--- src/rtl/seq_pattern_ctrl.sv ---
// Programmable multi-input pattern sequencer: a (mask, value) step table walked with
// advance / hold / fall-back rules, reporting match, fail and timeout pulses.
module seq_pattern_ctrl #(
    parameter int NUM_IN     = 4,
    parameter int STEP_W     = 4,
    parameter int TMO_W      = 16,
    parameter bit AUTO_REARM = 1'b0
) (
    input  logic              clk,
    input  logic              reset,
    input  logic              cfg_we,
    input  logic [STEP_W-1:0] cfg_addr,
    input  logic [NUM_IN-1:0] cfg_mask,
    input  logic [NUM_IN-1:0] cfg_val,
    input  logic [STEP_W-1:0] last_idx,
    input  logic [TMO_W-1:0]  tmo_limit,
    input  logic              arm,
    input  logic [NUM_IN-1:0] in_vec,
    output logic              busy,
    output logic [STEP_W-1:0] step_idx,
    output logic              match,
    output logic              fail,
    output logic              timeout,
    output logic              cfg_err
);
    localparam int DEPTH = 1 << STEP_W;

    typedef enum logic {
        S_IDLE = 1'b0,
        S_RUN  = 1'b1
    } state_t;

    state_t            state_q, state_d;
    logic [NUM_IN-1:0] mask_q [DEPTH];
    logic [NUM_IN-1:0] val_q  [DEPTH];
    logic [STEP_W-1:0] step_q, step_d;
    logic [STEP_W-1:0] last_q, last_d;
    logic [TMO_W-1:0]  dwell_q, dwell_d;
    logic [TMO_W-1:0]  tmo_q, tmo_d;
    logic              match_q, match_d;
    logic              fail_q, fail_d;
    logic              timeout_q, timeout_d;
    logic              cfg_err_q, cfg_err_d;

    logic              tbl_we;
    logic [STEP_W-1:0] prev_idx;
    logic              hit_cur;
    logic              hit_prev;
    logic [TMO_W:0]    dwell_inc;

    assign tbl_we    = cfg_we && (state_q == S_IDLE);
    assign prev_idx  = step_q - 1'b1;
    assign hit_cur   = ((in_vec ^ val_q[step_q]) & mask_q[step_q]) == '0;
    assign hit_prev  = ((in_vec ^ val_q[prev_idx]) & mask_q[prev_idx]) == '0;
    // One extra bit so a saturated dwell never aliases onto a small limit.
    assign dwell_inc = {1'b0, dwell_q} + 1'b1;

    always_comb begin
        state_d   = state_q;
        step_d    = step_q;
        last_d    = last_q;
        dwell_d   = dwell_q;
        tmo_d     = tmo_q;
        match_d   = 1'b0;
        fail_d    = 1'b0;
        timeout_d = 1'b0;
        cfg_err_d = cfg_we && (state_q == S_RUN);

        if (arm) begin
            // Arm (re)starts from step 0 regardless of state and suppresses pulses.
            state_d = S_RUN;
            step_d  = '0;
            dwell_d = '0;
            last_d  = last_idx;
            tmo_d   = tmo_limit;
        end else if (state_q == S_RUN) begin
            if (hit_cur && (step_q == last_q)) begin
                match_d = 1'b1;
                step_d  = '0;
                dwell_d = '0;
                if (!AUTO_REARM) state_d = S_IDLE;
            end else if (hit_cur) begin
                step_d  = step_q + 1'b1;
                dwell_d = '0;
            end else if ((step_q != '0) && hit_prev) begin
                if ((tmo_q != '0) && (dwell_inc == {1'b0, tmo_q})) begin
                    timeout_d = 1'b1;
                    step_d    = '0;
                    dwell_d   = '0;
                end else if (!(&dwell_q)) begin
                    dwell_d = dwell_inc[TMO_W-1:0];
                end
            end else if (step_q != '0) begin
                // Step 0 is not re-checked this cycle; the next cycle evaluates it.
                fail_d  = 1'b1;
                step_d  = '0;
                dwell_d = '0;
            end
        end
    end

    always_ff @(posedge clk or negedge reset) begin
        if (!reset) begin
            state_q   <= S_IDLE;
            step_q    <= '0;
            last_q    <= '0;
            dwell_q   <= '0;
            tmo_q     <= '0;
            match_q   <= 1'b0;
            fail_q    <= 1'b0;
            timeout_q <= 1'b0;
            cfg_err_q <= 1'b0;
        end else begin
            state_q   <= state_d;
            step_q    <= step_d;
            last_q    <= last_d;
            dwell_q   <= dwell_d;
            tmo_q     <= tmo_d;
            match_q   <= match_d;
            fail_q    <= fail_d;
            timeout_q <= timeout_d;
            cfg_err_q <= cfg_err_d;
        end
    end

    always_ff @(posedge clk or negedge reset) begin
        if (!reset) begin
            for (int i = 0; i < DEPTH; i++) begin
                mask_q[i] <= '0;
                val_q[i]  <= '0;
            end
        end else if (tbl_we) begin
            mask_q[cfg_addr] <= cfg_mask;
            val_q[cfg_addr]  <= cfg_val;
        end
    end

    assign busy     = (state_q == S_RUN);
    assign step_idx = step_q;
    assign match    = match_q;
    assign fail     = fail_q;
    assign timeout  = timeout_q;
    assign cfg_err  = cfg_err_q;
endmodule

--- config.mk ---
export PLATFORM = sky130hd
export DESIGN_NAME = seq_pattern_ctrl
export DESIGN_NICKNAME = d
export VERILOG_FILES = /design/src/rtl/seq_pattern_ctrl.sv
export SDC_FILE = /design/constraint.sdc
export NUM_CORES = 1
export LEC_CHECK = 0
export CORE_UTILIZATION = 57
export CTS_BUF_LIST = sky130_fd_sc_hd__clkbuf_2
export DETAILED_ROUTE_END_ITERATION = 6
export PLACE_DENSITY = 0.79
export SKIP_LAST_GASP = 1
export SYNTH_ARGS = -nofsm -noshare
export SYNTH_HDL_FRONTEND = slang
export SYNTH_SLANG_ARGS = --single-unit
--- constraint.sdc ---
create_clock -name clk -period 4.97 [get_ports clk]
set_input_delay 0.994 -clock clk [delete_from_list [all_inputs] [get_ports clk]]
set_output_delay 0.994 -clock clk [all_outputs]
set_load 0.02 [all_outputs]
Fig. 1: metal 2
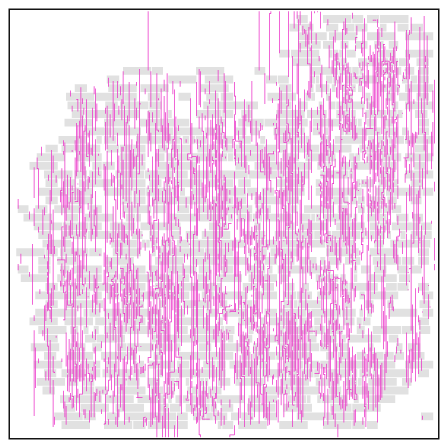
- longest straight run: 70.4 µm
- main direction: vertical
- share of all routed wire: 49%
- nets with wire on the layer: 802
met2 usage: 45.4%
via count: 7,092

Fig. 2: routing congestion
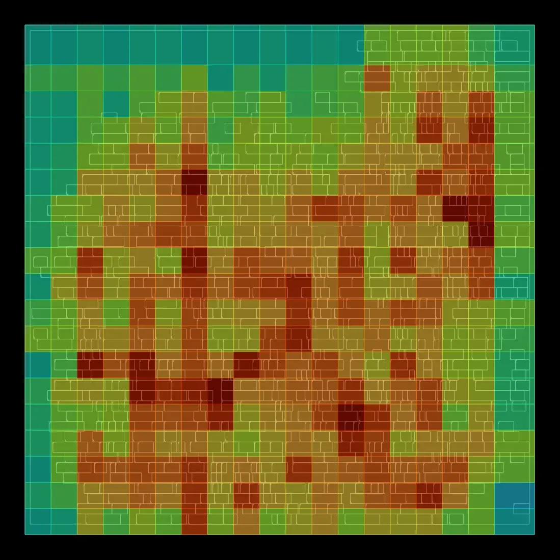
met3 Use GR: 6.34%
grt met1 use: 36.6%
Post-Route Utilization: 63.1%

Fig. 3: wires at chosen ports, followed through buffers
Scale bar: 50 µm.
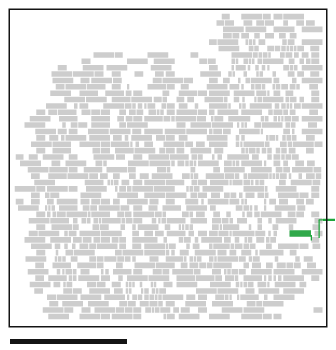
- green: cfg_err (direction output; edge right; end cells 1; buffers 1; wire 12.7 µm)
Port Buf Inserts: 48
IO Count: 49

==> impl_metrics.py <==
# Generated from Yosys and OpenROAD reports
metrics = {
    "setup_path": {
        "end_kind": "register",
        "crit_type": "register to register",
        "crit_buf_inv": 2,
        "reg2reg_slack_ns": 0.61,
        "worstSetupStartpointType": "register",
    },
    "floorplan": {
        "die-area_mm2": 0.0182,
        "rows": 48,
        "core-area_mm2": 0.0172,
    },
    "route": {
        "wl_met3_um": 1360,
        "wire_per_inst_um": 21.5,
        "met1Wirelength_um": 9900,
        "drc_errors": 0,
        "drtIter0Drc": 501,
    },
    "clocking": {
        "htreeDepth": 4,
        "insertion_delay_ns": 0.77,
        "cts_buffer_depth": 2,
        "cts_resized": 0,
        "cts_sinks": 173,
        "cts_hold_buf": 0,
        "cts_made_buffers": 17,
        "cts_root_buf": "clkbuf_2",
    },
    "power": {
        "switchingPower_w": 0.00150,
        "p_clk_share_pct": 18.4,
        "cellInternalPower_w": 0.00249,
    },
    "final_layout": {
        "drive_gt1_share_pct": 30.1,
        "nets": 901,
        "synthToLayoutAreaGrowth_pct": 8.18,
        "buffers": 61,
    },
    "synth": {
        "aoi_share_pct": 8.22,
        "syn_nets": 880,
        "ys_area_mm2": 0.0100,
        "area_leaders": "dfrtp_1, mux2_2, mux4_2",
        "synthAdderAreaFrac_pct": 0.374,
        "ys_warn_count": 0,
        "ys_sh_simple_pct": 11.9,
    },
    "placement": {
        "postPlaceCellArea_mm2": 0.0106,
        "place_ws_ns": 0.207,
        "hpwl_um": 16200,
    },
    "run": {
        "max_cap_violations": 0,
    },
    "timing": {
        "min_period_over_period_pct": 87.7,
        "final_hold_viol_count": 0,
        "max_slew_margin_pct": 19.4,
    },
    "status": {
        "outcome": "finished clean",
    },
}
Fig. 4: M1 wires
Supply wires on this layer in gray.
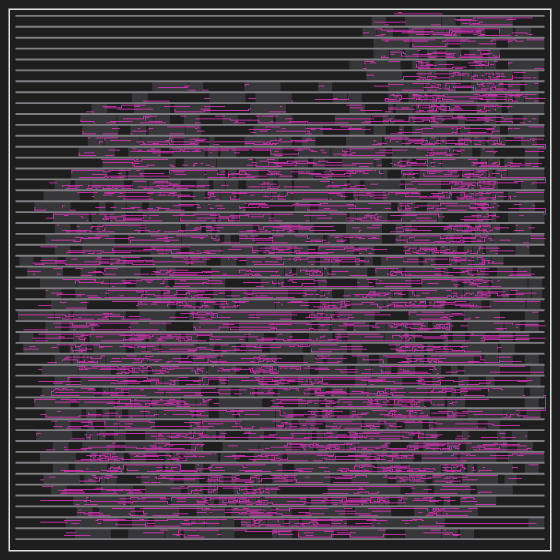
- share of all routed wire: 42%
- main direction: horizontal
- longest straight run: 35.0 µm
- wire length on this layer: 9,900 µm
- nets with wire on the layer: 822
final WL: 23,500 µm

Fig. 5: sequential cells colored by netlist name
Other sequential cells in the stronger gray, the rest of the logic in the fainter gray.
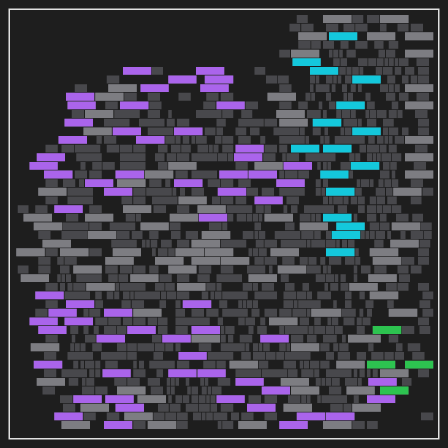
- purple: val_q (placed flops 64)
- green: last_q (placed flops 4; where bottom right)
- cyan: dwell_q (placed flops 16)
flop share of the area: 39.9%
register area: 0.00433 mm²
Seq power: 0.00176 W

## path summary, 6_finish.rpt
kind,startpoint,endpoint,cells after the start
max,step_idx[0],dwell_q[9],12
min,reset,val_q[19],1
max reg2reg,step_idx[0],dwell_q[9],12
min reg2reg,mask_q[25],mask_q[25],1
max in group asynchronous,reset,mask_q[63],2
min in group clk,mask_q[25],mask_q[25],1
## registers in the layout (all words and copies together) (netlist names)
| name | flops |
|---|---|
| mask_q | 64 |
| val_q | 64 |
| dwell_q | 16 |
| tmo_q | 16 |
| last_q | 4 |
| step_idx | 4 |
| busy | 1 |
| cfg_err | 1 |
| fail | 1 |
| match | 1 |
| timeout | 1 |
## synthesized netlist by cell type, drive strengths merged (5+ instances only)
cell,number
dfrtp,173
mux2,147
nand2,70
mux4,44
nand3,39
xor2,36
clkbuf,35
buf,24
inv,20
o21ai,19
mux2i,16
xnor2,16
nor2,14
o311ai,14
nand4,13
nor3,12
and3,10
nor4,10
a21oi,9
nor2b,9
nor3b,9
nand2b,8
a31oi,7
nand3b,6
o211ai,6
a311oi,5
and2,5
or4,5
## layout by cell type (no fill, tap or decap), types with 11 or more instances in the layout
cell type	Yosys	final
mux2_2	146	146
nand3_1	39	39
clkbuf_2	0	19
xnor2_1	16	16
nor3_1	11	11
nand2_1	70	70
mux2i_1	16	16
nor2_1	14	14
dfrtp_1	173	171
inv_1	18	18
nand4_1	13	13
xor2_1	36	36
mux4_2	44	44
clkdlybuf4s50_1	0	47
## stage by stage
stage	hold slack [ns]	cells	power (W)
floorplan	0.489	837	0.00290
global placement	0.501	1064	0.00323
detailed placement	0.510	1064	0.00328
CTS	0.333	1096	0.00401
global route	0.347	1097	0.00421
finish	0.340	1097	0.00400
Power figures rest on the tool's default switching activity, not on a simulated workload.
